Fig. 1: run 1, selected gate families
(4 px per um)
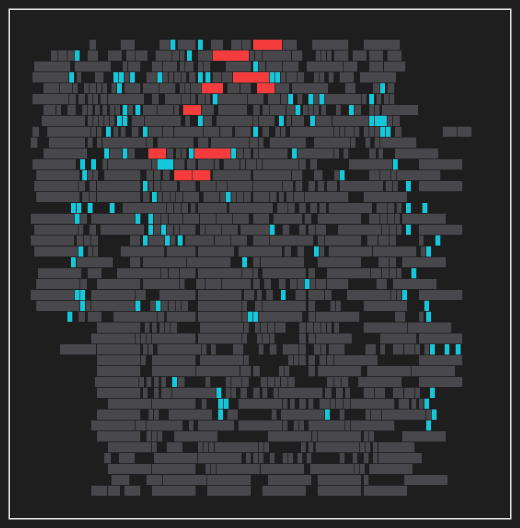
Fig. 2: run 1, pin placement
(4 px per um) Pins as bars across the die edge, other pins in gray.
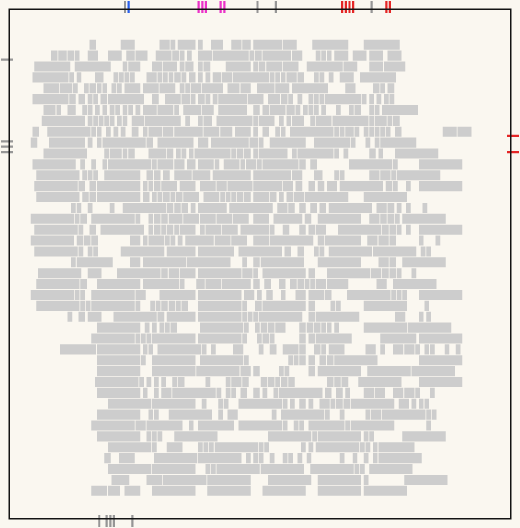
Fig. 3: run 1, cell sizes after repair
(4 px per um)
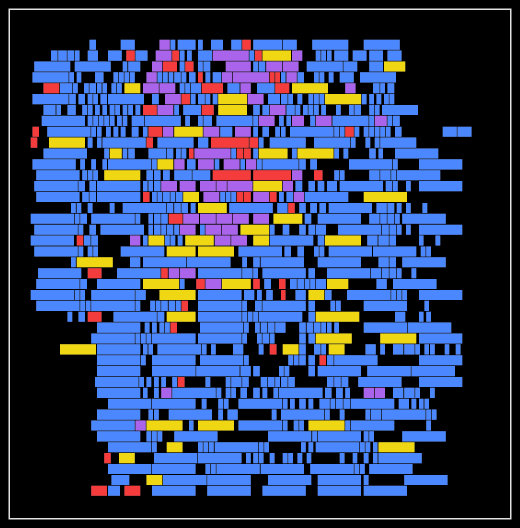
## config.mk

```make
export PLATFORM = sky130hd
export DESIGN_NAME = ps2_key_queue
export DESIGN_NICKNAME = d
export VERILOG_FILES = /design/src/rtl/ps2_key_queue.sv
export SDC_FILE = /design/constraint.sdc
export NUM_CORES = 1
export LEC_CHECK = 0
export ABC_AREA = 1
export CAP_MARGIN = 40
export CORE_AREA = 5 5 120 122
export CTS_BUF_LIST = sky130_fd_sc_hd__clkbuf_4 sky130_fd_sc_hd__clkbuf_8 sky130_fd_sc_hd__clkbuf_16
export DETAILED_ROUTE_END_ITERATION = 8
export DIE_AREA = 0 0 125 127
export GPL_TIMING_DRIVEN = 0
export PLACE_DENSITY = 0.75
export SLEW_MARGIN = 20
export SYNTH_ARGS = -nofsm -noshare
export SYNTH_HDL_FRONTEND = slang
export SYNTH_SLANG_ARGS = --single-unit
```

## constraint.sdc

```tcl
create_clock -name clk -period 2.7 [get_ports clk]
set_input_delay 0.54 -clock clk [delete_from_list [all_inputs] [get_ports clk]]
set_output_delay 0.54 -clock clk [all_outputs]
set_load 0.01 [all_outputs]
```

## src/rtl/ps2_key_queue.sv

```systemverilog
// rtl/ps2_key_queue.sv - PS/2 make-code filter feeding a key FIFO
// Optional line-edit mode (Enter commits, Backspace erases) selected by KEY_QUEUE_LINE_EDIT_EN.
module ps2_key_queue #(
    parameter int DEPTH  = 16,
    parameter int ADDR_W = 4
) (
    input  logic              clk,
    input  logic              rst,
    input  logic [7:0]        ps2_received_data,
    input  logic              ps2_received_data_strb,
    output logic [7:0]        key_data,
    output logic              key_valid,
    input  logic              key_ready,
    output logic [ADDR_W:0]   key_count,
    output logic              overflow
);

    typedef enum logic [1:0] {
        IDLE,
        BREAK,
        EXT,
        EXT_BREAK
    } state_t;

    localparam logic [ADDR_W:0] DEPTH_P = (ADDR_W + 1)'(DEPTH);

    state_t state;
    state_t state_next;
    logic   make_code;

    logic [7:0] mem [DEPTH];

    // Pointers carry one extra wrap bit so a full queue is distinguishable from an empty one.
    logic [ADDR_W:0] wr_ptr;
    logic [ADDR_W:0] rd_ptr;
    logic [ADDR_W:0] cm_ptr;
    logic [ADDR_W:0] rd_next;

    logic push_req;
    logic push;
    logic pop;
    logic full;
    logic bksp;

    always_ff @(posedge clk or posedge rst) begin
        if (rst) begin
            state <= IDLE;
        end else begin
            state <= state_next;
        end
    end

    always_comb begin
        state_next = state;
        make_code  = 1'b0;
        if (ps2_received_data_strb) begin
            case (state)
                IDLE: begin
                    case (ps2_received_data)
                        8'hF0: state_next = BREAK;
                        8'hE0: state_next = EXT;
                        8'h00, 8'hAA, 8'hEE, 8'hFA, 8'hFE, 8'hFF: state_next = IDLE;
                        default: make_code = 1'b1;
                    endcase
                end
                BREAK: state_next = IDLE;
                EXT: begin
                    if (ps2_received_data == 8'hF0) begin
                        state_next = EXT_BREAK;
                    end else begin
                        state_next = IDLE;
                    end
                end
                EXT_BREAK: state_next = IDLE;
                default: state_next = IDLE;
            endcase
        end
    end

    assign key_count = wr_ptr - rd_ptr;
    assign full      = (key_count == DEPTH_P);
    assign key_valid = (rd_ptr != cm_ptr);
    assign pop       = key_valid & key_ready;
    assign push      = push_req & (~full | pop);
    assign rd_next   = pop ? rd_ptr + 1'b1 : rd_ptr;

`ifdef KEY_QUEUE_LINE_EDIT_EN
    logic is_enter;
    logic is_bksp;

    assign is_enter = make_code && (ps2_received_data == 8'h5A);
    assign is_bksp  = make_code && (ps2_received_data == 8'h66);
    assign push_req = make_code && !is_enter && !is_bksp;
    // Backspace may only erase keys not yet released by Enter.
    assign bksp     = is_bksp && (wr_ptr != cm_ptr);

    always_ff @(posedge clk or posedge rst) begin
        if (rst) begin
            cm_ptr <= '0;
        end else if (is_enter) begin
            cm_ptr <= wr_ptr;
        end
    end
`else
    assign push_req = make_code;
    assign bksp     = 1'b0;
    assign cm_ptr   = wr_ptr;
`endif

    always_ff @(posedge clk or posedge rst) begin
        if (rst) begin
            wr_ptr   <= '0;
            rd_ptr   <= '0;
            overflow <= 1'b0;
        end else begin
            rd_ptr <= rd_next;
            if (push) begin
                wr_ptr <= wr_ptr + 1'b1;
            end else if (bksp) begin
                wr_ptr <= wr_ptr - 1'b1;
            end
            if (push_req && full && !pop) begin
                overflow <= 1'b1;
            end
        end
    end

    always_ff @(posedge clk) begin
        if (push) begin
            mem[wr_ptr[ADDR_W-1:0]] <= ps2_received_data;
        end
    end

    // Head register: take the incoming byte when it lands at the next head slot.
    always_ff @(posedge clk or posedge rst) begin
        if (rst) begin
            key_data <= 8'h00;
        end else if (push && (wr_ptr == rd_next)) begin
            key_data <= ps2_received_data;
        end else if (pop) begin
            key_data <= mem[rd_next[ADDR_W-1:0]];
        end
    end

endmodule

```

==> ci_impl_report.md, run 1 <==
## PnR job results

| Metric | Value |
|---|---|
| Most common cell after layout, fill and taps aside | sky130_fd_sc_hd__nand2_1 |
| Area fraction in compound gates | approximately 1.9% |
| Yosys adder share | between 1.5 and 2% |
| Maximum VDD drop | slightly above 0.6 mV |
| Number of cells on the critical path | 8 |
| Cell resize tally after clock tree synthesis | slightly above 60 |
| Count of tool warnings | 31 |
| Post-route fraction of the period consumed by the critical path | a little over nine tenths |
| Top cells by area, synth | sky130_fd_sc_hd__edfxtp_1 (54%), sky130_fd_sc_hd__nand2_1 (11%), sky130_fd_sc_hd__nand3_1 (8.4%) |
| Run status | finished, final reports clean |
| Final Critical Period | about 2.6 ns |
| Final Routed Wirelength | a little under 20000 um |
| Non-Filler Cell Area, Final | 0.00888 mm2 |
| Distinct cell type count of the synthesized netlist | 32 |
| Reg-to-reg critical path startpoint | cm_ptr[0]$_DFFE_PP0P_ |
| Setup slack at placement | -1.43 ns |
| Share of synthesized area spent on multiplexers | 0% |
| Maximum cell stage delay along the critical path | roughly 0.42 ns |
| Synthesized instance count | about 730 |
| First-pass GRT wire length | 28700 um |
| Vias in the first global route | approximately 5400 |
| Path category of the worst min-delay check | in2async |
| And+or+nand+nor area frac | 26.8% |
| Total via count after detailed routing | ~5600 |
| Buf/Inv on CP | 4 |
| Fraction of final layout cells sized beyond drive strength 1 | a little under a fifth |
| Maximum net fanout on the critical path | 5 |
| Final sum of negative setup slack | 0 ns |
| Initial DRC Count | between 700 and 800 |
| Max clock buf depth | 2 |
| Via count normalized by instance count | 5.62 |
| Clock latency on the worst-skew pair | 0.43 ns |
| Number of hold-slack violations in the final timing report | 0 |
| Critical path type | reg2out |
| Count of instantiated cells in the yosys netlist | roughly 730 |
| Overall chip area | around 0.016 mm2 |
| Half-perimeter wire length after placement | roughly 13000 um |
| Register-to-register setup slack | roughly 0.070 ns |
| Total cell area at the placement stage | between 0.007 and 0.008 mm2 |
| EDFF count, synth | 128 |
| Reg2Reg Capture Point | mem[6][0]$_DFFE_PP_ |
| Most frequent cell after synthesis | sky130_fd_sc_hd__nand2_1 |
| Cells after DPL | approximately 930 |
| Post-Synthesis Cell Area | 0.00713 mm2 |
| Chip area estimate from yosys synthesis | about 0.0071 mm2 |
| Crit. End Element | primary output |
| Met2 wirelength from detailed routing | roughly 9400 um |
| Library cell contributing the largest single delay on the critical path | sky130_fd_sc_hd__fa_1 |
| Initial antenna violation count | 0 |
| Fraction of the core area covered by cells at the end of the flow | slightly below 70% |
| Total number of H-tree levels | 4 |
| Final routed DRC violation total | 0 |
| Post-synthesis area per instance | 9.84 um2 |
| Setup violators final | 0 |
| Worst path cell trace | inv_2, ha_2, fa_1, inv_2, nand2_1, and2_1, inv_1, dlygate4sd2_1 |
| Slew of the pin with the lowest slew margin | 0.553 ns |
| Aggregate global routing overflow | 0 |
| Most used cells in the layout excluding fill and tap cells | sky130_fd_sc_hd__nand2_1 (211), sky130_fd_sc_hd__edfxtp_1 (128), sky130_fd_sc_hd__nand3_1 (113), sky130_fd_sc_hd__inv_1 (90), sky130_fd_sc_hd__nand3b_1 (25) |
| Top routing layer used | met4 |
## Picture notes: Fig. 1
| color | family | cells |
|---|---|---|
| cyan | inverters | 101 |
| red | adder and majority cells | 10 |
combinational share of cell area: 28.3%
final cell count without fillers: 989

## Picture notes: Fig. 2
| color | port | pins | direction | edge |
|---|---|---|---|---|
| magenta | `key_count` | 5 | output | top |
| red | `key_data` | 8 | output | 6 top, 2 right |
| blue | `overflow` | 1 | output | top |
all pins by edge: 16 top, 5 bottom, 4 left, 2 right
floorplan die width: 125 um
DIE HEIGHT: 127 um
Port Buf Inserts: 25

## Picture notes: Fig. 3
| color | size | cells |
|---|---|---|
| yellow | drive 6 and up | 46 |
| red | drive 2 | 50 |
| purple | drive 3 to 4 | 60 |
| blue | drive 1 or less | 657 |
Plain + repair buffers: 81
relative area change from synthesis to final layout: 24.5%

-- run 1: area by class of cell --
type	instances	area [um2]
clock buffer	18	433
inverter	101	392
fill	909	4200
sequential	149	4370
multi-input combinational	450	2510
buffer	26	199
timing repair buffer	55	616
tap	176	220
clock inverter	14	136
-- run 1: registers in the layout (all words and copies together), names as in the netlist --
name and flops:
cm_ptr 5, mem 128, key_data 8, overflow 1, state 2, rd_ptr 5
-- run 1: per-layer routing --
layer | vias to the layer above | global-route usage, %
met4 | 0 | 9.76
met1 | 2652 | 29.9
met2 | 296 | 40.1
met3 | 60 | 5.59
li1 | 2553 | -
met5 | - | 0
-- run 1: power breakdown --
part / leakage (uW) / internal, uW / switching (uW)
logic: 0.00210 / 1740 / 3090
registers: 0.00140 / 2750 / 159
clock network: 0.000264 / 1360 / 918
total: 0.00377 / 5850 / 4170
Fig. 4: run 1, cell outlines without signal wires
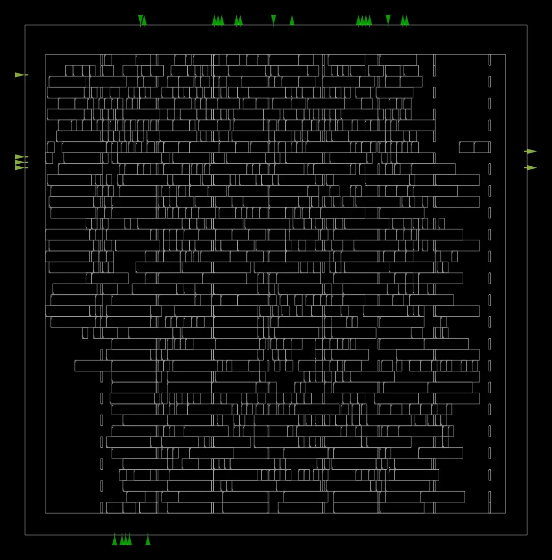

--- run 2 (diff from run 1) ---
--- a/config.mk
+++ b/config.mk
@@ -7,12 +7,12 @@
 export LEC_CHECK = 0
 export ABC_AREA = 1
 export CAP_MARGIN = 40
-export CORE_AREA = 5 5 120 122
+export CORE_AREA = 5 5 116 118
 export CTS_BUF_LIST = sky130_fd_sc_hd__clkbuf_4 sky130_fd_sc_hd__clkbuf_8 sky130_fd_sc_hd__clkbuf_16
 export DETAILED_ROUTE_END_ITERATION = 8
-export DIE_AREA = 0 0 125 127
+export DIE_AREA = 0 0 121 123
 export GPL_TIMING_DRIVEN = 0
-export PLACE_DENSITY = 0.75
+export PLACE_DENSITY = 0.77
 export SLEW_MARGIN = 20
 export SYNTH_ARGS = -nofsm -noshare
 export SYNTH_HDL_FRONTEND = slang
==> constraint.sdc (replaced) <==
create_clock -name clk -period 2.5 [get_ports clk]
set_input_delay 0.5 -clock clk [delete_from_list [all_inputs] [get_ports clk]]
set_output_delay 0.5 -clock clk [all_outputs]
set_load 0.01 [all_outputs]
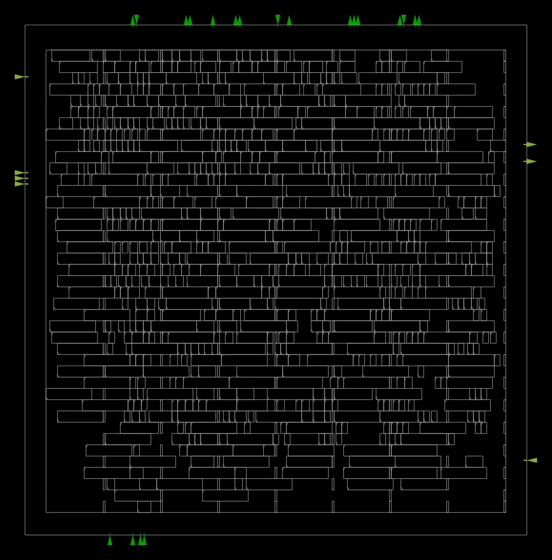
Fig. 5. Cell outlines without signal wires (run 2).
fraction of the core area covered by cells at the end of the flow: 74.1%
std cell rows: 41

==> run 2 against run 1 <==
The flow now finishes with violations (setup timing). Cell count up 1.9%. Flip-flop count unchanged. Sequential share of layout area down 1.5 points. Clock skew about the same. Non-clock buffer count up 23.
==> ci_impl_report.md, run 2 <==
## PnR job results

| Metric | Value |
|---|---|
| Worst path cell trace | inv_2, ha_4, nand2_2, nor2_4, nand2_4, nand2_8, buf_12, nand2_4, nand2_8, nand2_1, nand2_1, nand2_2, nor2_4, nand2_4, nand2_4, nand2_1, clkinv_1, nand2_2, nand2_1 |
| Maximum VDD drop | 0.774 mV |
| Synthesized instance count | roughly 730 |
| Most frequent cell after synthesis | sky130_fd_sc_hd__nand2_1 |
| Final cell count without fillers | between 1000 and 1500 |
| Plain + repair buffers | approximately 100 |
| Fill count | approximately 770 |
| Maximum net fanout on the critical path | 8 |
| All-layer global routing usage | between 20% and 30% |
| Critical path type | reg2reg |
| Area of the multi-input gates | 0.00260 mm2 |
| Sequential portion of the cell area | between 40% and 50% |
| Final Critical Period | 2.67 ns |
| First-pass GRT wire length | 30500 um |
| Number of clock buffers in the layout | 20 |
| Initial DRC Count | 800 |
| Final setup slack of the worst path | -0.174 ns |
| Initial antenna violation count | 0 |
| Synth Register Bits | about 150 |
| Crit. End Element | flop |
| Distinct cell type count of the synthesized netlist | 32 |
| Maximum cell stage delay along the critical path | approximately 0.39 ns |
| Worst setup path start | rd_ptr[3]$_DFF_PP0_ |
| Count of multi-input combinational gates | roughly 450 |
| Most used cells in the layout excluding fill and tap cells | sky130_fd_sc_hd__nand2_1 (203), sky130_fd_sc_hd__edfxtp_1 (128), sky130_fd_sc_hd__nand3_1 (114), sky130_fd_sc_hd__inv_1 (86), sky130_fd_sc_hd__buf_4 (36) |
| Overall chip area | roughly 0.015 mm2 |
| Largest cell class by area | flip-flops and latches |
| Final Routed Wirelength | 21600 um |
| Via count normalized by instance count | between 6 and 7 |
| Number of detailed-routing iterations run before antenna repair | 8 |
| Inverter count of the layout excluding clock inverters | ~100 |
| Final slew viol count | 0 |
| Port Buf Inserts | 25 |
| Cells after DPL | ~900 |
| Final routed DRC violation total | 0 |
| Run status | finished with violations |
| Non-Filler Cell Area, Final | 0.00916 mm2 |
| Buf/Inv on CP | 3 |
| Total number of H-tree levels | 4 |
| Aggregate global routing overflow | 0 |
| Floorplan die width | roughly 120 um |
| Top cells by count, synth | sky130_fd_sc_hd__nand2_1 (218), sky130_fd_sc_hd__edfxtp_1 (128), sky130_fd_sc_hd__nand3_1 (120) |
| Number of cells on the critical path | 19 |
| Clock latency on the worst-skew pair | 0.42 ns |
| Half-perimeter wire length after placement | 12300 um |
| Post-Synthesis Cell Area | around 0.007 mm2 |
| Number of sequential cells in the layout | between 100 and 150 |
| Max clock buf depth | 2 |
| Number of hold-slack violations in the final timing report | 0 |
| Slew of the pin with the lowest slew margin | about 0.53 ns |
| Library cell contributing the largest single delay on the critical path | sky130_fd_sc_hd__dfrtp_1 |
| Fraction of final layout cells sized beyond drive strength 1 | between 20% and 30% |
| Fraction of area in clock buffers and inverters | a little over 6% |
| Register Area | around 0.0044 mm2 |
| Reg2Reg Capture Point | key_data[6]$_DFFE_PP0P_ |
| Chip area estimate from yosys synthesis | ~0.007 mm2 |
| Post-route fraction of the period consumed by the critical path | 107% |
| Cell resize tally after clock tree synthesis | around 69 |
| Top cells by area, synth | sky130_fd_sc_hd__edfxtp_1 (54%), sky130_fd_sc_hd__nand2_1 (11%), sky130_fd_sc_hd__nand3_1 (8.4%) |
| Register-to-register setup slack | -0.17 ns |
| DIE HEIGHT | approximately 120 um |
| CTS clk-pin slew, worst paths | approximately 0.060 ns |
| Vias in the first global route | roughly 5700 |
| Failing checks | setup timing |
| Post-synthesis area per instance | around 9.8 um2 |
| Most common cell after layout, fill and taps aside | sky130_fd_sc_hd__nand2_1 |
| Count of tool warnings | 31 |
| Largest net degree at the start of global routing | 21 |
| Proportion of synthesized flip-flops having asynchronous set or reset | between 10 and 15% |
| Path category of the worst min-delay check | in2async |
| Setup slack at placement | -1.15 ns |
| Well Taps | between 150 and 200 |
| Reg-to-reg critical path startpoint | rd_ptr[3]$_DFF_PP0_ |
| Net Count, Synth | between 700 and 800 |
| Total via count after detailed routing | 6053 |
| Count of instantiated cells in the yosys netlist | ~730 |
| Met2 wirelength from detailed routing | between 10000 and 15000 um |
| Layout non-clock buf frac | roughly 11% |
| EDFF count, synth | between 100 and 150 |
| Top routing layer used | met4 |
| Final sum of negative setup slack | -8.86 ns |
| Largest register FFs | 128 |
| Combinational share of cell area | ~28% |
| Dominant delay contributor by cell family on the critical path | simple AND/OR/NAND/NOR gates |
| Relative area change from synthesis to final layout | 28.5% |
| Setup violators final | ~140 |
| Total cell area at the placement stage | between 0.007 and 0.008 mm2 |
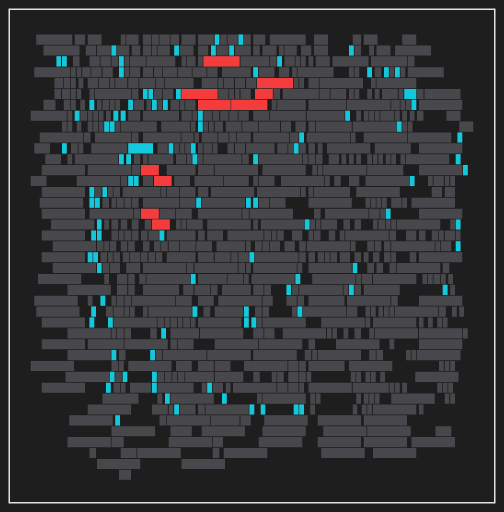
Fig. 6. Selected gate families (run 2).
(4 px per um)
| color | family | cells | where |
|---|---|---|---|
| cyan | inverters | 101 | all over the die |
| red | adder and majority cells | 10 | top middle |

run 2: cell families (layout without fill, tap and decap cells):
kind of cell,Yosys count,after routing,share of synthesized area (%)
flip-flops,149,149,61.3
AND-OR/OR-AND,20,20,1.86
buffers and inverters,127,237,7.45
adder cells (fa/ha/maj),10,10,1.86
XOR/XNOR,6,6,0.737
AND/OR/NAND/NOR,413,414,26.8
run 2: report_power, final:
group          leakage [uW]  internal (uW)  total [uW]  switching (uW)
logic               0.00219           2150        5920            3770
clock network      0.000270           1480        2450             965
registers           0.00140           2980        3150             175
total               0.00386           6610       11500            4910
run 2: routing by layer:
| layer | track usage (%) | vias up |
|---|---|---|
| met3 | 6.68 | 146 |
| li1 | - | 2607 |
| met4 | 14.4 | 0 |
| met5 | 0 | - |
| met1 | 33.4 | 2842 |
| met2 | 46.4 | 458 |
Fig. 7: run 2, cell sizes after repair
(4 px per um)
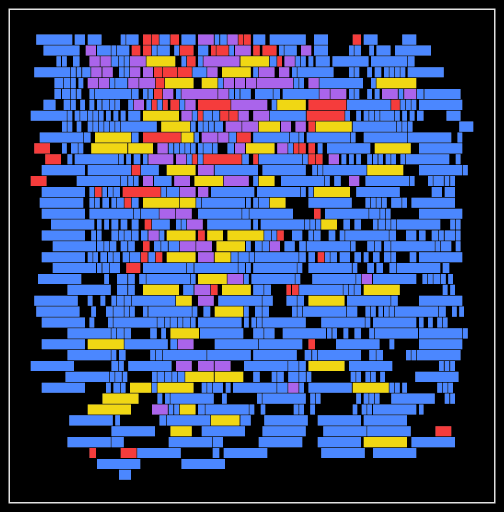

--- run 3 (diff from run 2) ---
--- a/config.mk
+++ b/config.mk
@@ -7,12 +7,15 @@
 export LEC_CHECK = 0
 export ABC_AREA = 1
 export CAP_MARGIN = 40
-export CORE_AREA = 5 5 116 118
+export CELL_PAD_IN_SITES_DETAIL_PLACEMENT = 0
+export CELL_PAD_IN_SITES_GLOBAL_PLACEMENT = 1
+export CORE_AREA = 5 5 126 128
 export CTS_BUF_LIST = sky130_fd_sc_hd__clkbuf_4 sky130_fd_sc_hd__clkbuf_8 sky130_fd_sc_hd__clkbuf_16
 export DETAILED_ROUTE_END_ITERATION = 8
-export DIE_AREA = 0 0 121 123
+export DIE_AREA = 0 0 131 133
+export DONT_BUFFER_PORTS = 1
 export GPL_TIMING_DRIVEN = 0
-export PLACE_DENSITY = 0.77
+export PLACE_DENSITY_LB_ADDON = 0.1
 export SLEW_MARGIN = 20
 export SYNTH_ARGS = -nofsm -noshare
 export SYNTH_HDL_FRONTEND = slang
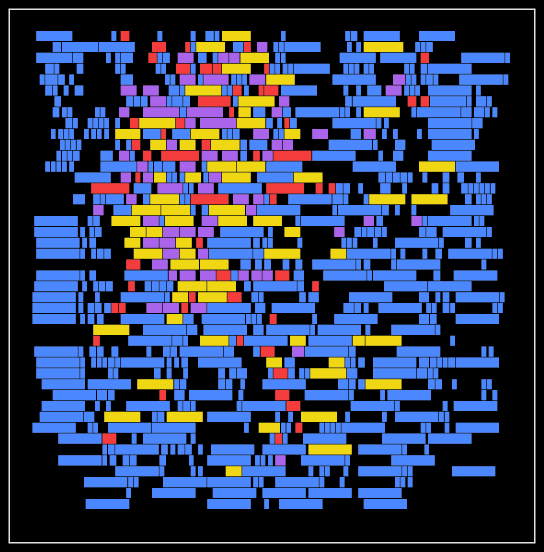
Fig. 8. Cell sizes after repair (run 3).
(4 px per um)
| color | size | cells |
|---|---|---|
| blue | drive 1 or less | 619 |
| yellow | drive 6 and up | 67 |
| purple | drive 3 to 4 | 65 |
| red | drive 2 | 56 |
Plain + repair buffers: 75
Non-Filler Cell Area, Final: 0.00905 mm2

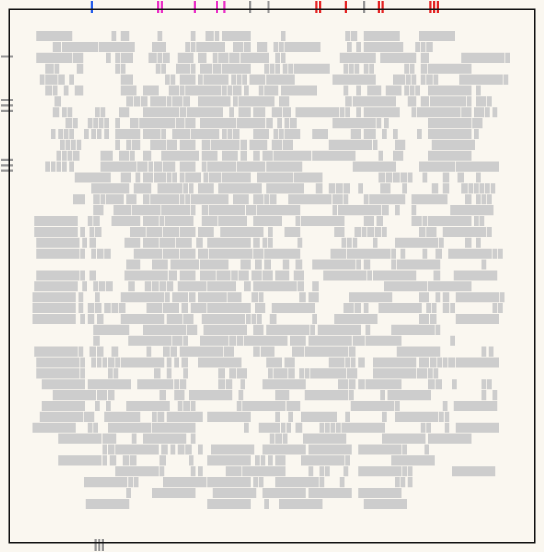
Fig. 9. Pin placement (run 3).
(4 px per um) Pins as bars across the die edge, other pins in gray.
| color | port | pins | direction | edge |
|---|---|---|---|---|
| magenta | `key_count` | 5 | output | top |
| red | `key_data` | 8 | output | top |
| blue | `overflow` | 1 | output | top |

==> run 3 against run 2 <==
Flip-flop count unchanged. Sequential power about the same. Synthesized cell count is the same. The flow still finishes with violations (setup timing). Register-to-register slack gained 0.15 ns.
==> ci_impl_report.md, run 3 <==
## PnR job results

| Metric | Value |
|---|---|
| Run status | finished with violations |
| Failing checks | setup timing |
| Final Critical Period | ~2.5 ns |
| Buf/Inv on CP | 3 |
| Final Routed Wirelength | 20400 um |
| Yosys adder share | about 1.9% |
| Final routed DRC violation total | 0 |
| Clock latency on the worst-skew pair | roughly 0.43 ns |
| Fraction of the core area covered by cells at the end of the flow | 61.3% |
| Heaviest power group | combinational logic |
| Reg2Reg Capture Point | mem[11][0]$_DFFE_PP_ |
| Std cell rows | between 40 and 50 |
| Most used cells in the layout excluding fill and tap cells | sky130_fd_sc_hd__nand2_1 (201), sky130_fd_sc_hd__edfxtp_1 (128), sky130_fd_sc_hd__nand3_1 (108), sky130_fd_sc_hd__inv_1 (87) |
| Clk power | around 2400 uW |
| Relative contribution of sequential cells to total power | between 20% and 30% |
| Number of cells on the critical path | 12 |
| Register-to-register setup slack | -0.03 ns |
| Total via count after detailed routing | approximately 5400 |
| Comb power | 5390 uW |
| Count of instantiated cells in the yosys netlist | a little over 700 |
| All-layer global routing usage | between 20% and 30% |
| Final sum of negative setup slack | -0.473 ns |
| Largest net degree at the start of global routing | 21 |
| Met2 wirelength from detailed routing | approximately 10000 um |
| Worst setup path start | rd_ptr[0]$_DFF_PP0_ |
| Post-synthesis area per instance | around 10 um2 |
| Max clock buf depth | 2 |
| Top cells by area, synth | sky130_fd_sc_hd__edfxtp_1 (54%), sky130_fd_sc_hd__nand2_1 (11%), sky130_fd_sc_hd__nand3_1 (8.4%) |
| Reg-to-reg critical path startpoint | rd_ptr[0]$_DFF_PP0_ |
| Path category of the worst min-delay check | in2reg |
| Switch share | around 43% |
| Synthesized instance count | 725 |
| Fill count | 1186 |
| Top cells by count, synth | sky130_fd_sc_hd__nand2_1 (218), sky130_fd_sc_hd__edfxtp_1 (128), sky130_fd_sc_hd__nand3_1 (120) |
| Portion of total power attributed to combinational logic | 49.2% |
| Library cell contributing the largest single delay on the critical path | sky130_fd_sc_hd__dfrtp_2 |
| Logic family by area | simple AND/OR/NAND/NOR gates |
| Total cell area at the placement stage | 0.00757 mm2 |
| Half-perimeter wire length after placement | around 13000 um |
| Final setup slack of the worst path | -0.0264 ns |
| First-pass GRT wire length | 30800 um |
| Slew of the pin with the lowest slew margin | about 0.4 ns |
| Floorplan die width | ~130 um |
| Chip area estimate from yosys synthesis | around 0.0071 mm2 |
| Via count normalized by instance count | approximately 5.4 |
| And+or+nand+nor area frac | between 20% and 30% |
| Clock power frac | 21.9% |
| Post-Synthesis Cell Area | roughly 0.0071 mm2 |
| Area fraction in compound gates | 1.86% |
| Most frequent cell after synthesis | sky130_fd_sc_hd__nand2_1 |
| Most common cell after layout, fill and taps aside | sky130_fd_sc_hd__nand2_1 |
| GRT met1 Usage | 30.7% |
| Final slew viol count | 0 |
| Fraction of final layout cells sized beyond drive strength 1 | roughly a quarter |
| Aggregate global routing overflow | 0 |
| Xor and xnor area share after synthesis | less than 1% |
| Initial antenna violation count | 0 |
| Post-route fraction of the period consumed by the critical path | 101% |
| Setup slack at placement | -0.446 ns |
| Top routing layer used | met4 |
| Dominant delay contributor by cell family on the critical path | simple AND/OR/NAND/NOR gates |
| Switching component of the power | between 4000 and 5000 uW |
| Internal power summed over all cells | approximately 6300 uW |
| Proportion of synthesized flip-flops having asynchronous set or reset | 14.1% |
| M3 GR Usage | 6.10% |
| GR peak layer | met2 |
| Cells after DPL | 914 |
| Synth Register Bits | between 100 and 150 |
| Setup violators final | 37 |
| Worst path cell trace | ha_4, fa_2, inv_2, nand3_2, nand3_1, nand2_2, nand3_2, nand4_1, bufinv_8, nand3_4, nor2_4, buf_12 |
| Critical path type | reg2reg |
| Share of synthesized area spent on multiplexers | 0% |
| Net Count, Synth | roughly 750 |
## run 3: netlist changes by cell type in the layout (fill, tap and decap cells not counted), sizes merged
cell / change
dlygate4sd2: -4
clkdlybuf4s50: -12
clkinv: +2
clkbuf: -4
dlygate4sd3: +1
bufinv: -1
inv: +2
clkdlybuf4s15: -6
buf: -7
## run 3: layout make-up
class                      instances  area [um2]  share of cell area [%]
sequential                       149        4380                    48.4
clock buffer                      17         425                    4.70
tap                              188         235                    2.60
multi-input combinational        450        2680                    29.6
inverter                         101         400                    4.42
clock inverter                    15         130                    1.44
timing repair buffer              49         603                    6.66
buffer                            26         198                    2.18
## run 3: repair_timing
item	CTS	global route
gates resized	52	42
hold endpoints to repair	4	0
cloned	1	0
hold buffers	1	0
pin swaps	27	26
endpoints found under the setup margin	138	137
setup buffers	39	8

==> gallery <==
I/O nets highlighted.
(2 px per um)
Plate I
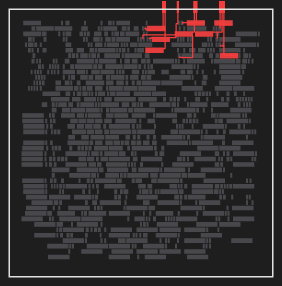
Plate II
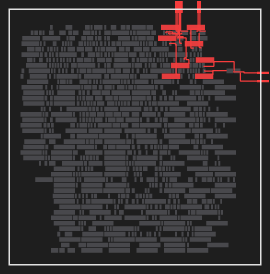
Plate I: run 3
Plate II: run 1

Power figures rest on the tool's default switching activity, not on a simulated workload.
